==> src/rtl/load_pkg.sv <==
// Shared constants and types for the load queue and its optional binary32 classifier.
// Latency: n/a (declarations only).
// Backpressure: n/a (declarations only).
package load_pkg;

    // Default widths used as parameter defaults by load_queue.
    localparam int LOAD_DATA_W = 32;
    localparam int LOAD_REG_AW = 4;

    // One queued load at the default widths: destination register and operand.
    typedef struct packed {
        logic [LOAD_REG_AW-1:0] dest;
        logic [LOAD_DATA_W-1:0] operand;
    } load_entry_t;

    // IEEE-754 binary32 field positions.
    localparam int          FP32_EXP_MSB  = 30;
    localparam int          FP32_EXP_LSB  = 23;
    localparam int          FP32_MANT_MSB = 22;
    localparam logic [7:0]  FP32_EXP_ALL1 = 8'hFF;

endpackage

==> src/rtl/fp_classify.sv <==
// Classifies a binary32 value as zero, infinity or NaN; every flag is forced low when valid_i is low.
// Latency: combinational, no clock.
// Backpressure: none; it follows its inputs.
// Ports:
//   valid_i                          - the value is live; when low, all flags read 0
//   bits_i[30:0]                     - exponent and mantissa (sign does not affect the class)
//   is_zero_o / is_inf_o / is_nan_o  - class flags
module fp_classify
    import load_pkg::*;
(
    input  logic        valid_i,
    input  logic [30:0] bits_i,
    output logic        is_zero_o,
    output logic        is_inf_o,
    output logic        is_nan_o
);

    logic [7:0]  exp_fld;
    logic [22:0] mant_fld;

    assign exp_fld  = bits_i[FP32_EXP_MSB:FP32_EXP_LSB];
    assign mant_fld = bits_i[FP32_MANT_MSB:0];

    assign is_zero_o = valid_i && (exp_fld == 8'h00) && (mant_fld == '0);
    assign is_inf_o  = valid_i && (exp_fld == FP32_EXP_ALL1) && (mant_fld == '0);
    assign is_nan_o  = valid_i && (exp_fld == FP32_EXP_ALL1) && (mant_fld != '0);

endmodule

==> src/rtl/load_queue.sv <==
// In-order load queue: buffers {dest, operand} and presents its head for register-file writeback.
// Latency: a push into an empty queue is visible on wb_* one cycle later; rd_pending is combinational.
// Backpressure: in_ready drops at full (no pass-through); the head holds while wb_ready is low; flush wins.
// Ports:
//   clk, nrst                                 - clock; asynchronous active-low reset
//   in_valid/in_ready/in_dest/in_operand      - request side
//   flush                                     - synchronous discard of every queued entry
//   wb_valid/wb_ready/wb_dest/wb_data         - head entry for writeback; all zero when empty
//   count                                     - occupancy, 0..DEPTH
//   rd_query/rd_pending                       - does any queued entry target rd_query
//   wb_is_zero/wb_is_inf/wb_is_nan            - binary32 class of wb_data, only when LOAD_CLASSIFY_EN is defined
module load_queue
    import load_pkg::*;
#(
    parameter int DATA_W = LOAD_DATA_W,
    parameter int REG_AW = LOAD_REG_AW,
    parameter int DEPTH  = 4
)(
    input  logic                       clk,
    input  logic                       nrst,
    input  logic                       in_valid,
    output logic                       in_ready,
    input  logic [REG_AW-1:0]          in_dest,
    input  logic [DATA_W-1:0]          in_operand,
    input  logic                       flush,
    output logic                       wb_valid,
    input  logic                       wb_ready,
    output logic [REG_AW-1:0]          wb_dest,
    output logic [DATA_W-1:0]          wb_data,
    output logic [$clog2(DEPTH):0]     count,
    input  logic [REG_AW-1:0]          rd_query,
    output logic                       rd_pending
`ifdef LOAD_CLASSIFY_EN
    ,
    output logic                       wb_is_zero,
    output logic                       wb_is_inf,
    output logic                       wb_is_nan
`endif
);

    localparam int PW = $clog2(DEPTH);
    localparam int CW = PW + 1;

    if ((DEPTH < 2) || ((DEPTH & (DEPTH - 1)) != 0)) begin : g_bad_depth
        $error("load_queue: DEPTH must be a power of two and at least 2");
    end

    typedef struct packed {
        logic [REG_AW-1:0] dest;
        logic [DATA_W-1:0] operand;
    } entry_t;

    entry_t          mem_q [DEPTH];
    logic [PW-1:0]   head_q, head_d;
    logic [PW-1:0]   tail_q, tail_d;
    logic [CW-1:0]   count_q, count_d;
    logic            push, pop;
    logic [DEPTH-1:0] occ, hit;

    assign in_ready = (count_q < CW'(DEPTH));
    assign wb_valid = (count_q != '0);
    assign push     = in_valid && in_ready && !flush;
    assign pop      = wb_valid && wb_ready && !flush;

    always_comb begin
        head_d  = head_q;
        tail_d  = tail_q;
        count_d = count_q;
        if (flush) begin
            head_d  = '0;
            tail_d  = '0;
            count_d = '0;
        end else begin
            if (push) tail_d = tail_q + PW'(1);
            if (pop)  head_d = head_q + PW'(1);
            case ({push, pop})
                2'b10:   count_d = count_q + CW'(1);
                2'b01:   count_d = count_q - CW'(1);
                default: count_d = count_q;
            endcase
        end
    end

    always_ff @(posedge clk or negedge nrst) begin
        if (!nrst) begin
            head_q  <= '0;
            tail_q  <= '0;
            count_q <= '0;
        end else begin
            head_q  <= head_d;
            tail_q  <= tail_d;
            count_q <= count_d;
        end
    end

    // Storage is left unreset: every read path below is gated by occupancy.
    always_ff @(posedge clk) begin
        if (push) begin
            mem_q[tail_q] <= '{dest: in_dest, operand: in_operand};
        end
    end

    assign count   = count_q;
    assign wb_dest = wb_valid ? mem_q[head_q].dest    : '0;
    assign wb_data = wb_valid ? mem_q[head_q].operand : '0;

    // Slot i is occupied when its distance from head (mod DEPTH) is below the occupancy.
    for (genvar i = 0; i < DEPTH; i++) begin : g_slot
        assign occ[i] = ({1'b0, PW'(i) - head_q} < count_q);
        assign hit[i] = occ[i] && (mem_q[i].dest == rd_query);
    end
    assign rd_pending = |hit;

`ifdef LOAD_CLASSIFY_EN
    if (DATA_W != 32) begin : g_bad_width
        $error("load_queue: LOAD_CLASSIFY_EN requires DATA_W == 32");
    end

    fp_classify u_fp_classify (
        .valid_i   (wb_valid),
        .bits_i    (wb_data[30:0]),
        .is_zero_o (wb_is_zero),
        .is_inf_o  (wb_is_inf),
        .is_nan_o  (wb_is_nan)
    );
`endif

endmodule
==> config.mk <==
export PLATFORM = sky130hd
export DESIGN_NAME = load_queue
export DESIGN_NICKNAME = d
export VERILOG_FILES = /design/src/rtl/load_pkg.sv /design/src/rtl/fp_classify.sv /design/src/rtl/load_queue.sv
export SDC_FILE = /design/constraint.sdc
export NUM_CORES = 1
export LEC_CHECK = 0
export ABC_AREA = 0
export CAP_MARGIN = 20
export CORE_MARGIN = 1.5
export CORE_UTILIZATION = 54
export CTS_BUF_LIST = sky130_fd_sc_hd__clkbuf_4
export CTS_CLUSTER_DIAMETER = 50
export DETAILED_ROUTE_END_ITERATION = 12
export PLACE_DENSITY_LB_ADDON = 0.08
export SLEW_MARGIN = 20
export SYNTH_ARGS = -nofsm -noshare
export SYNTH_HDL_FRONTEND = slang
export SYNTH_HIERARCHICAL = 1
export SYNTH_SLANG_ARGS = --single-unit
==> constraint.sdc <==
create_clock -name clk -period 3.3 [get_ports clk]
set_clock_uncertainty 0.05 [all_clocks]
set_input_delay 0.33 -clock clk [delete_from_list [all_inputs] [get_ports clk]]
set_output_delay 0.33 -clock clk [all_outputs]
set_load 0.02 [all_outputs]
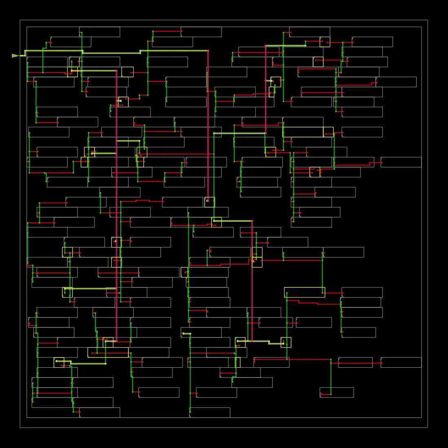
run_1/clocks.png
registers: 151
P_clk: 1.14 mW

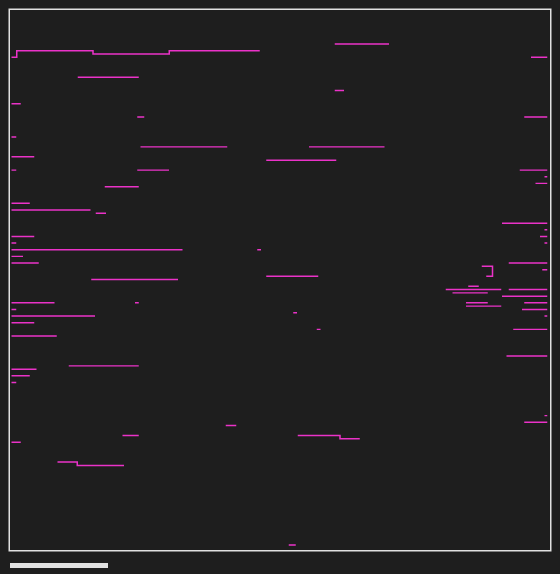
run_1/layer_met3.png
Scale bar: 20 um.
54 nets have wire on it. The wires run mostly horizontal. The layer holds 4.1% of the routed length.
met3 Use GR: 0.0536
Vias: 3125
Routed WL: 11100 um

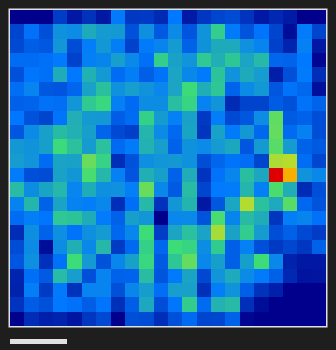
run_1/metal_density.png
Scale bar: 20 um. 22 x 22 tiles, from dark blue (low) to red (high), scaled to the fullest tile. Values are wire area over tile area, all layers added.
3.7% of the tiles are over half the peak. The fullest tile reaches 0.55. 4.5% of the tiles are nearly empty.
GRT Resource Usage Total: 0.197
WL/cell: 19.3 um

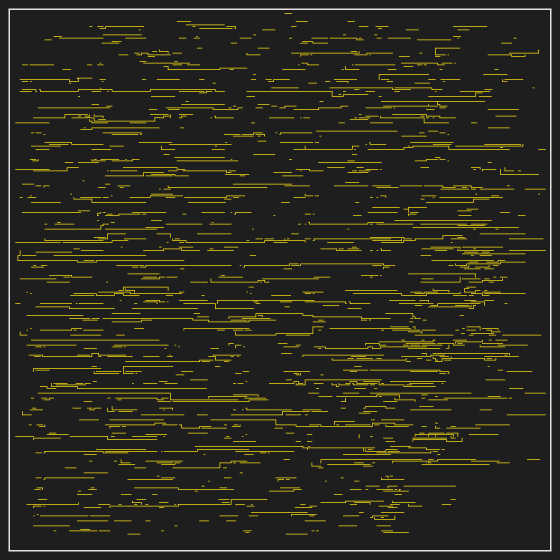
run_1/layer_met1.png
The layer carries 4520 um of wire. The layer holds 41% of the routed length.
met1 Track Usage GR: 0.236

run 1: logic make-up after synthesis:
logic type,synth area share
adders and majority gates,0.0192
xor gates and xnor gates,0.0294
DFF,0.719
buffers and inverters,0.0260
and+or+nand+nor,0.0636
muxes,0.131
AOI/OAI and AO/OA,0.0122
run 1: layer usage:
metal,vias to the layer above,routed length [um],GRT usage
li1,1447,-,-
met1,1577,4520,0.236
met2,84,5910,0.337
met3,17,455,0.0536
met4,0,218,0.0846
met5,-,0,0
run 1: power breakdown:
| part | internal (mW) | switching [mW] | leakage, nW | total [mW] |
|---|---|---|---|---|
| Sequential | 2.21 | 0.106 | 1.40 | 2.32 |
| Combinational | 1.02 | 0.980 | 0.940 | 2.00 |
| Clock | 0.560 | 0.577 | 0.163 | 1.14 |
| Total | 3.79 | 1.66 | 2.50 | 5.46 |
run 1: registers in the layout, summed over array words and instances, names as in the netlist:
signal,flops
mem_q,144
count,3
head_q,2
tail_q,2
run 1: layout make-up:
cell class                      count  share of cell area
Timing Repair Buffer               99               0.134
Inverter                            6             0.00295
Sequential cell                   151               0.590
Clock inverter                     10              0.0169
Tap cell                          143              0.0235
Clock buffer                       22              0.0217
Multi-Input combinational cell    144               0.210
run 1: final timing paths:
path / slack [ps] / cells after the start / to
setup / recovery: 200 / 7 / rd_pending
hold / removal: 380 / 3 / count[2]
min in group asynchronous: 560 / 2 / head_q[0]
setup reg to reg: 1140 / 5 / mem_q[0][29]
hold reg to reg: 580 / 2 / tail_q[0]
max in group asynchronous: 2380 / 2 / head_q[1]
run 1: per-stage QoR:
step	area, um^2	hold slack (ps)	total power, mW	instances	utilization
6_report	7620	379	5.46	575	0.671
5_1_grt	7620	335	5.72	575	0.671
2_1_floorplan	6260	-15.6	3.62	317	-
4_1_cts	7620	320	5.54	575	0.671
3_3_place_gp	7320	548	4.37	542	0.644
3_5_place_dp	7320	550	4.39	542	0.644
run 1: cell usage in the layout (no fill, tap or decap), types with 3 or more instances in the layout:
cell,instances
mux4_2,36
inv_1,6
xnor2_1,4
edfxtp_1,144
and2_1,37
and2_2,4
nor4_1,4
buf_12,5
clkbuf_4,22
a21oi_1,7
dfrtp_1,5
o21ai_0,4
bufinv_16,3
clkdlybuf4s50_1,86
xor2_1,17
clkinv_2,3
ha_1,8
buf_4,7
nor2_1,7
run 1: worst max-delay path: cells and delay by family, from the launching register on:
kind	cells	cell delay (ps)
and+or+nand+nor	1	120
buffers and inverters	2	680
adders and majority gates	1	270
AOI/OAI and AO/OA	2	280
xor gates and xnor gates	1	270
DFF	1	580
==> impl_metrics.ini, run 1 <==
; yosys + openroad results
[routing]
first_iter_violations = 163
drc = 0
dr.pass1.iters = 4
ant_nets = 0
avgViaCountPerCell = 5.43

[floorplanning]
fp-utilization = 0.551
io_pins = 87
die_h_um = 111
design.core.area_um2 = 11400
die-area_um2 = 12200
die_w_um = 111
num_rows = 39

[yosys]
ys_ff = 151
ys_seq_frac = 0.719
edf_count = 144
synth_cell_types = 31
yosys_cells = 317
yosys.area.top_type_share = 0.691
syn_nets = 371
async_flop_share = 0.0464
post-synth-top-area-cell = edfxtp_1
synth_warnings = 6
syn_avg_cell_area_um2 = 19.8
ys_top_cells_by_count = 144 x edfxtp_1, 41 x and2_1, 36 x mux4_2
ys_area_um2 = 6260
most_common_cell = edfxtp_1
topCellsByArea = edfxtp_1 69%, mux4_2 13%, and2_1 4.1%
netlist_area_um2 = 6260
flop_cell = edfxtp_1
syn_inst = 317

[clocking]
cts-root-buf = clkbuf_4
cts_made_buffers = 17
clk_latency_ps = 520
cts_buffer_depth = 2
cts_sinks = 151
clkTransAtPathRegs_ps = 120
ctsResizeCount = 0
cts_max_level = 4
hold_buffers = 1
tritoncts = built
cts_setup_buffers = 0

[critical_path]
cp-start-kind = flip-flop
path_cells = xnor2_1, inv_1, ha_1, a21oi_1, o21ai_0, nand4_1, clkdlybuf4s50_1
end_kind = output port
cp.required_ps = 2920
slowest_stage = clkdlybuf4s50_1
critPathMaxStageDelay_ps = 610
startpoint = head_q[1]
worstSetupPathType = reg2out
worstPathMaxFanout = 16
arrival_ps = 2720
rr_startpoint = count[2]

[global_route]
grt_pass1_wl_um = 17900
antenna_found_initial = 0
grt_overflow = 0
grt_max_degree = 40
first_global_vias = 3444

[cells_and_area]
nNetsFinal = 473
fill_cells = 793
logic_area_um2 = 1600
area_growth_pct = 21.8
register_area_um2 = 4500
n_antenna_cell = 0
layout-drive-gt1-share = 0.204

[timing]
relSlewSlack = 0.688
slew_violations = 0
tns_ps = 0
final.min_clock_period_ps = 3100
setup_viol = 0
tightest_slew_ps = 468
hold_viol_final = 0
post-route-period-util = 0.940
timing.fmax_mhz = 322
fin_ws_ps = 196
rsz0062_at_grt = no

[min_path]
min_from = in_valid
worstHoldPathType = in2reg

[placed_design]
place_ws_ps = 712
routabilityCongestion = 0.783
io_buffers = 86
dpl.hpwl_um = 7120

[flow_run]
maxCapViolCount = 0
warning_count = 30

[pwr]
powerDensity_nw_per_um2 = 716
vdd_drop_max_mv = 0.447
leakage_nw = 2.50

[run_status]
status = finished clean
run_1/placement_by_type.png
Fill, decap, tap and diode cells in grey.
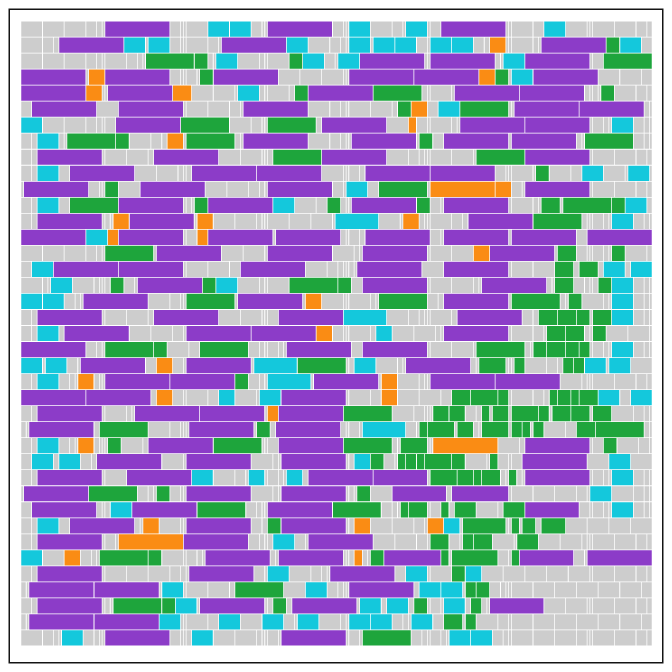

--- run 2 (diff from run 1) ---
ABC_AREA = not set   (was 0)
CORE_UTILIZATION = 57   (was 54)
REMOVE_ABC_BUFFERS = 1   (was not set)
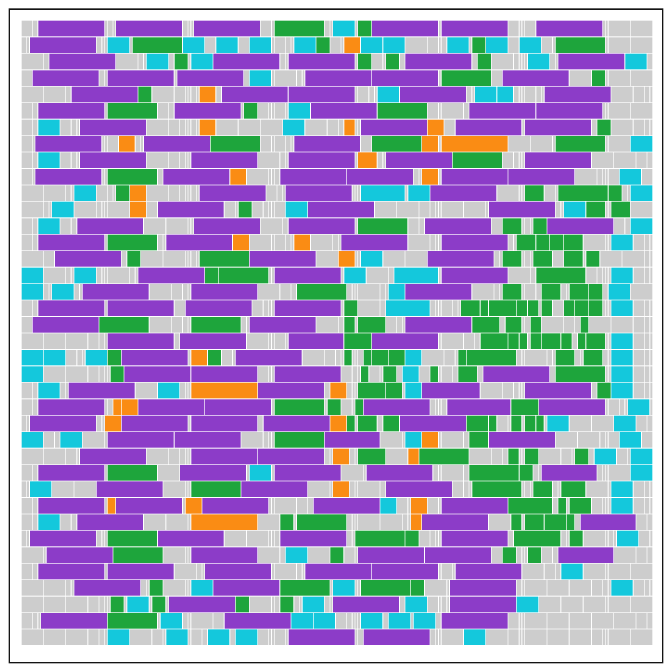
run_2/placement_by_type.png
Fill, decap, tap and diode cells in grey.
Key: purple = flops [cells 151, share of their area 61%]; cyan = other buffers and delay cells [cells 97, share of their area 13%]; green = combinational and other logic [cells 150, share of their area 22%]; orange = clock drivers and dummy loads [cells 32, share of their area 4.0%]
core area: 10800 um^2
Seq/total area: 0.594

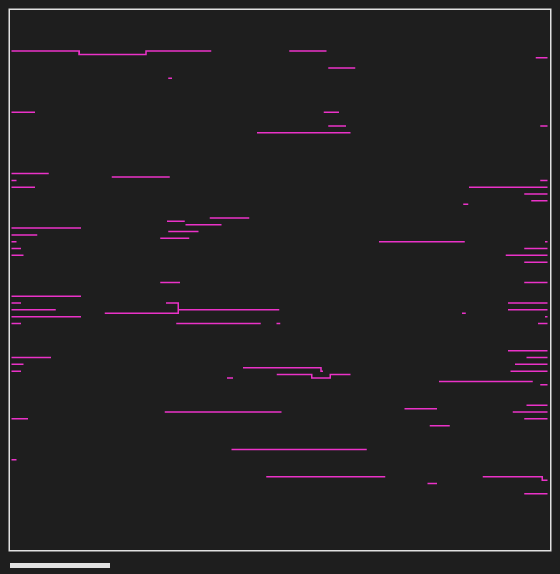
run_2/layer_met3.png
Scale bar: 20 um.
59 nets have wire on it. The layer carries 548 um of wire. The wires run mostly horizontal. The longest straight run is 26.7 um. The layer holds 4.9% of the routed length.
met3 Use GR: 0.0636
Routed WL: 11100 um
Vias: 3164

==> impl_metrics.ini, run 2 <==
; yosys + openroad results
[run_status]
status = finished clean

[critical_path]
arrival_ps = 2660
critPathMaxStageDelay_ps = 610
worstSetupPathType = reg2out
worstPathMaxFanout = 14
end_kind = output port
path_delay_family = buffers and inverters
cp.required_ps = 2920
path_buffers = 2
path_cells = buf_4, mux4_2, and2_1, clkdlybuf4s50_1
slowest_stage = dfrtp_4
cp-start-kind = flip-flop

[pwr]
powerDensity_nw_per_um2 = 717
vdd_drop_max_mv = 0.435
power.total_mw = 5.44
leakage_nw = 2.47

[clocking]
cts_setup_buffers = 0
cts-root-buf = clkbuf_4
cts_buffer_depth = 2
cts_made_buffers = 17
tritoncts = built
clkTransAtPathRegs_ps = 130
clk_latency_ps = 520
cts_max_level = 4
cts_sinks = 151

[yosys]
ys_seq_frac = 0.719
yosys.area.top_type_share = 0.691
yosys_cells = 317
synth_cell_types = 31
ys_ff = 151
most_common_cell = edfxtp_1
syn_inst = 317
flop_cell = edfxtp_1
ys_area_um2 = 6260
post-synth-top-area-cell = edfxtp_1
topCellsByArea = edfxtp_1 69%, mux4_2 13%, and2_1 4.1%
edf_count = 144
async_flop_share = 0.0464
synth_warnings = 6
ys_top_cells_by_count = 144 x edfxtp_1, 41 x and2_1, 36 x mux4_2
syn_avg_cell_area_um2 = 19.8
netlist_area_um2 = 6260

[routing]
ant_nets = 0
first_iter_violations = 204
routedWlPerCell_um = 19.5
drc = 0
dr.pass1.iters = 4
avgViaCountPerCell = 5.55

[cells_and_area]
n_antenna_cell = 0
area_growth_pct = 21.1
lay_top_count = edfxtp_1
stdcell_count = 570
layout-drive-gt1-share = 0.200
top_register = mem_q
largest_reg_flops = 144
layout_top_cells = 144 x edfxtp_1, 86 x clkdlybuf4s50_1, 37 x and2_1
nNetsFinal = 471
register_area_um2 = 4500
fill_cells = 747
logic_area_um2 = 1600

[global_route]
grt_pass1_wl_um = 17400
antenna_found_initial = 0
first_global_vias = 3350
grt_max_degree = 40
grt_overflow = 0
grtUsageTotal = 0.208

[floorplanning]
num_rows = 38
die-area_um2 = 11600
io_pins = 87
fp-utilization = 0.580
die_h_um = 108
die_w_um = 108

[timing]
final.min_clock_period_ps = 3040
relSlewSlack = 0.610
slew_violations = 0
tns_ps = 0
hold_viol_final = 0
rsz0062_at_grt = no
setup_viol = 0
tightest_slew_ps = 585
timing.fmax_mhz = 329
fin_ws_ps = 264
post-route-period-util = 0.920

[flow_run]
warning_count = 29
maxCapViolCount = 0

[placed_design]
routabilityCongestion = 0.712
place_ws_ps = 534
dpl.hpwl_um = 6990
io_buffers = 86
dp.cells = 537

[min_path]
worstHoldPathType = in2reg
-- run 2: worst register-to-register path, delay by kind of cell (launching register included) --
family,cells,cell delay (ps)
AND/OR/NAND/NOR,4,1180
flip-flops,1,530
adder cells (fa/ha/maj),1,410
AND-OR/OR-AND,2,230
-- run 2: cells by family after synthesis --
logic type / Yosys count / share of synthesized area
flops: 151 / 0.719
simple gates: 65 / 0.0636
mux: 37 / 0.131
buf+inv: 22 / 0.0260
xor+xnor: 21 / 0.0294
compound gates: 12 / 0.0122
fa+ha+maj: 9 / 0.0192
-- run 2: path summary, 6_finish.rpt --
path | to | startpoint | cells past startpoint | slack (ps)
setup / recovery | wb_data[4] | head_q[0] | 4 | 260
hold / removal | mem_q[1][11] | in_operand[11] | 1 | 380
setup reg to reg | count[2] | count[2] | 7 | 840
hold reg to reg | tail_q[0] | tail_q[0] | 2 | 580
max in group asynchronous | head_q[0] | nrst | 2 | 2340
min in group asynchronous | count[2] | nrst | 2 | 560
-- run 2: through the flow --
step	cell area (um^2)	hold WS, ps	util
4_1_cts	7580	347	0.702
6_report	7580	385	0.703
3_3_place_gp	7280	546	0.674
2_1_floorplan	6120	-15.6	-
3_5_place_dp	7280	555	0.674
5_1_grt	7580	340	0.703
-- run 2: per-layer routing --
metal,up-vias,track usage,part of all wire
met4,0,0.0611,0.013
met2,96,0.354,0.52
met5,-,0,0
met1,1607,0.257,0.41
met3,15,0.0636,0.049
li1,1446,-,-
-- run 2: repair_timing --
item,4_1_cts,5_1_grt
endpoints found under the hold margin,1,0
hold buffers,1,0
setup endpoints to repair,0,3
gates resized,0,1
-- run 2: area by class of cell --
class | count | share of cell area
Clock buffer | 18 | 0.0178
Tap cell | 140 | 0.0231
Multi-Input combinational cell | 144 | 0.212
Sequential cell | 151 | 0.594
Inverter | 6 | 0.00297
Timing Repair Buffer | 97 | 0.130
Clock inverter | 14 | 0.0210
-- run 2: power breakdown --
group          total, mW  internal (mW)  switching (mW)
Sequential          2.32           2.21           0.108
Clock               1.14          0.524           0.620
Combinational       1.97           1.02           0.955
Total               5.44           3.75            1.68
Power and IR drop assume default switching activity.
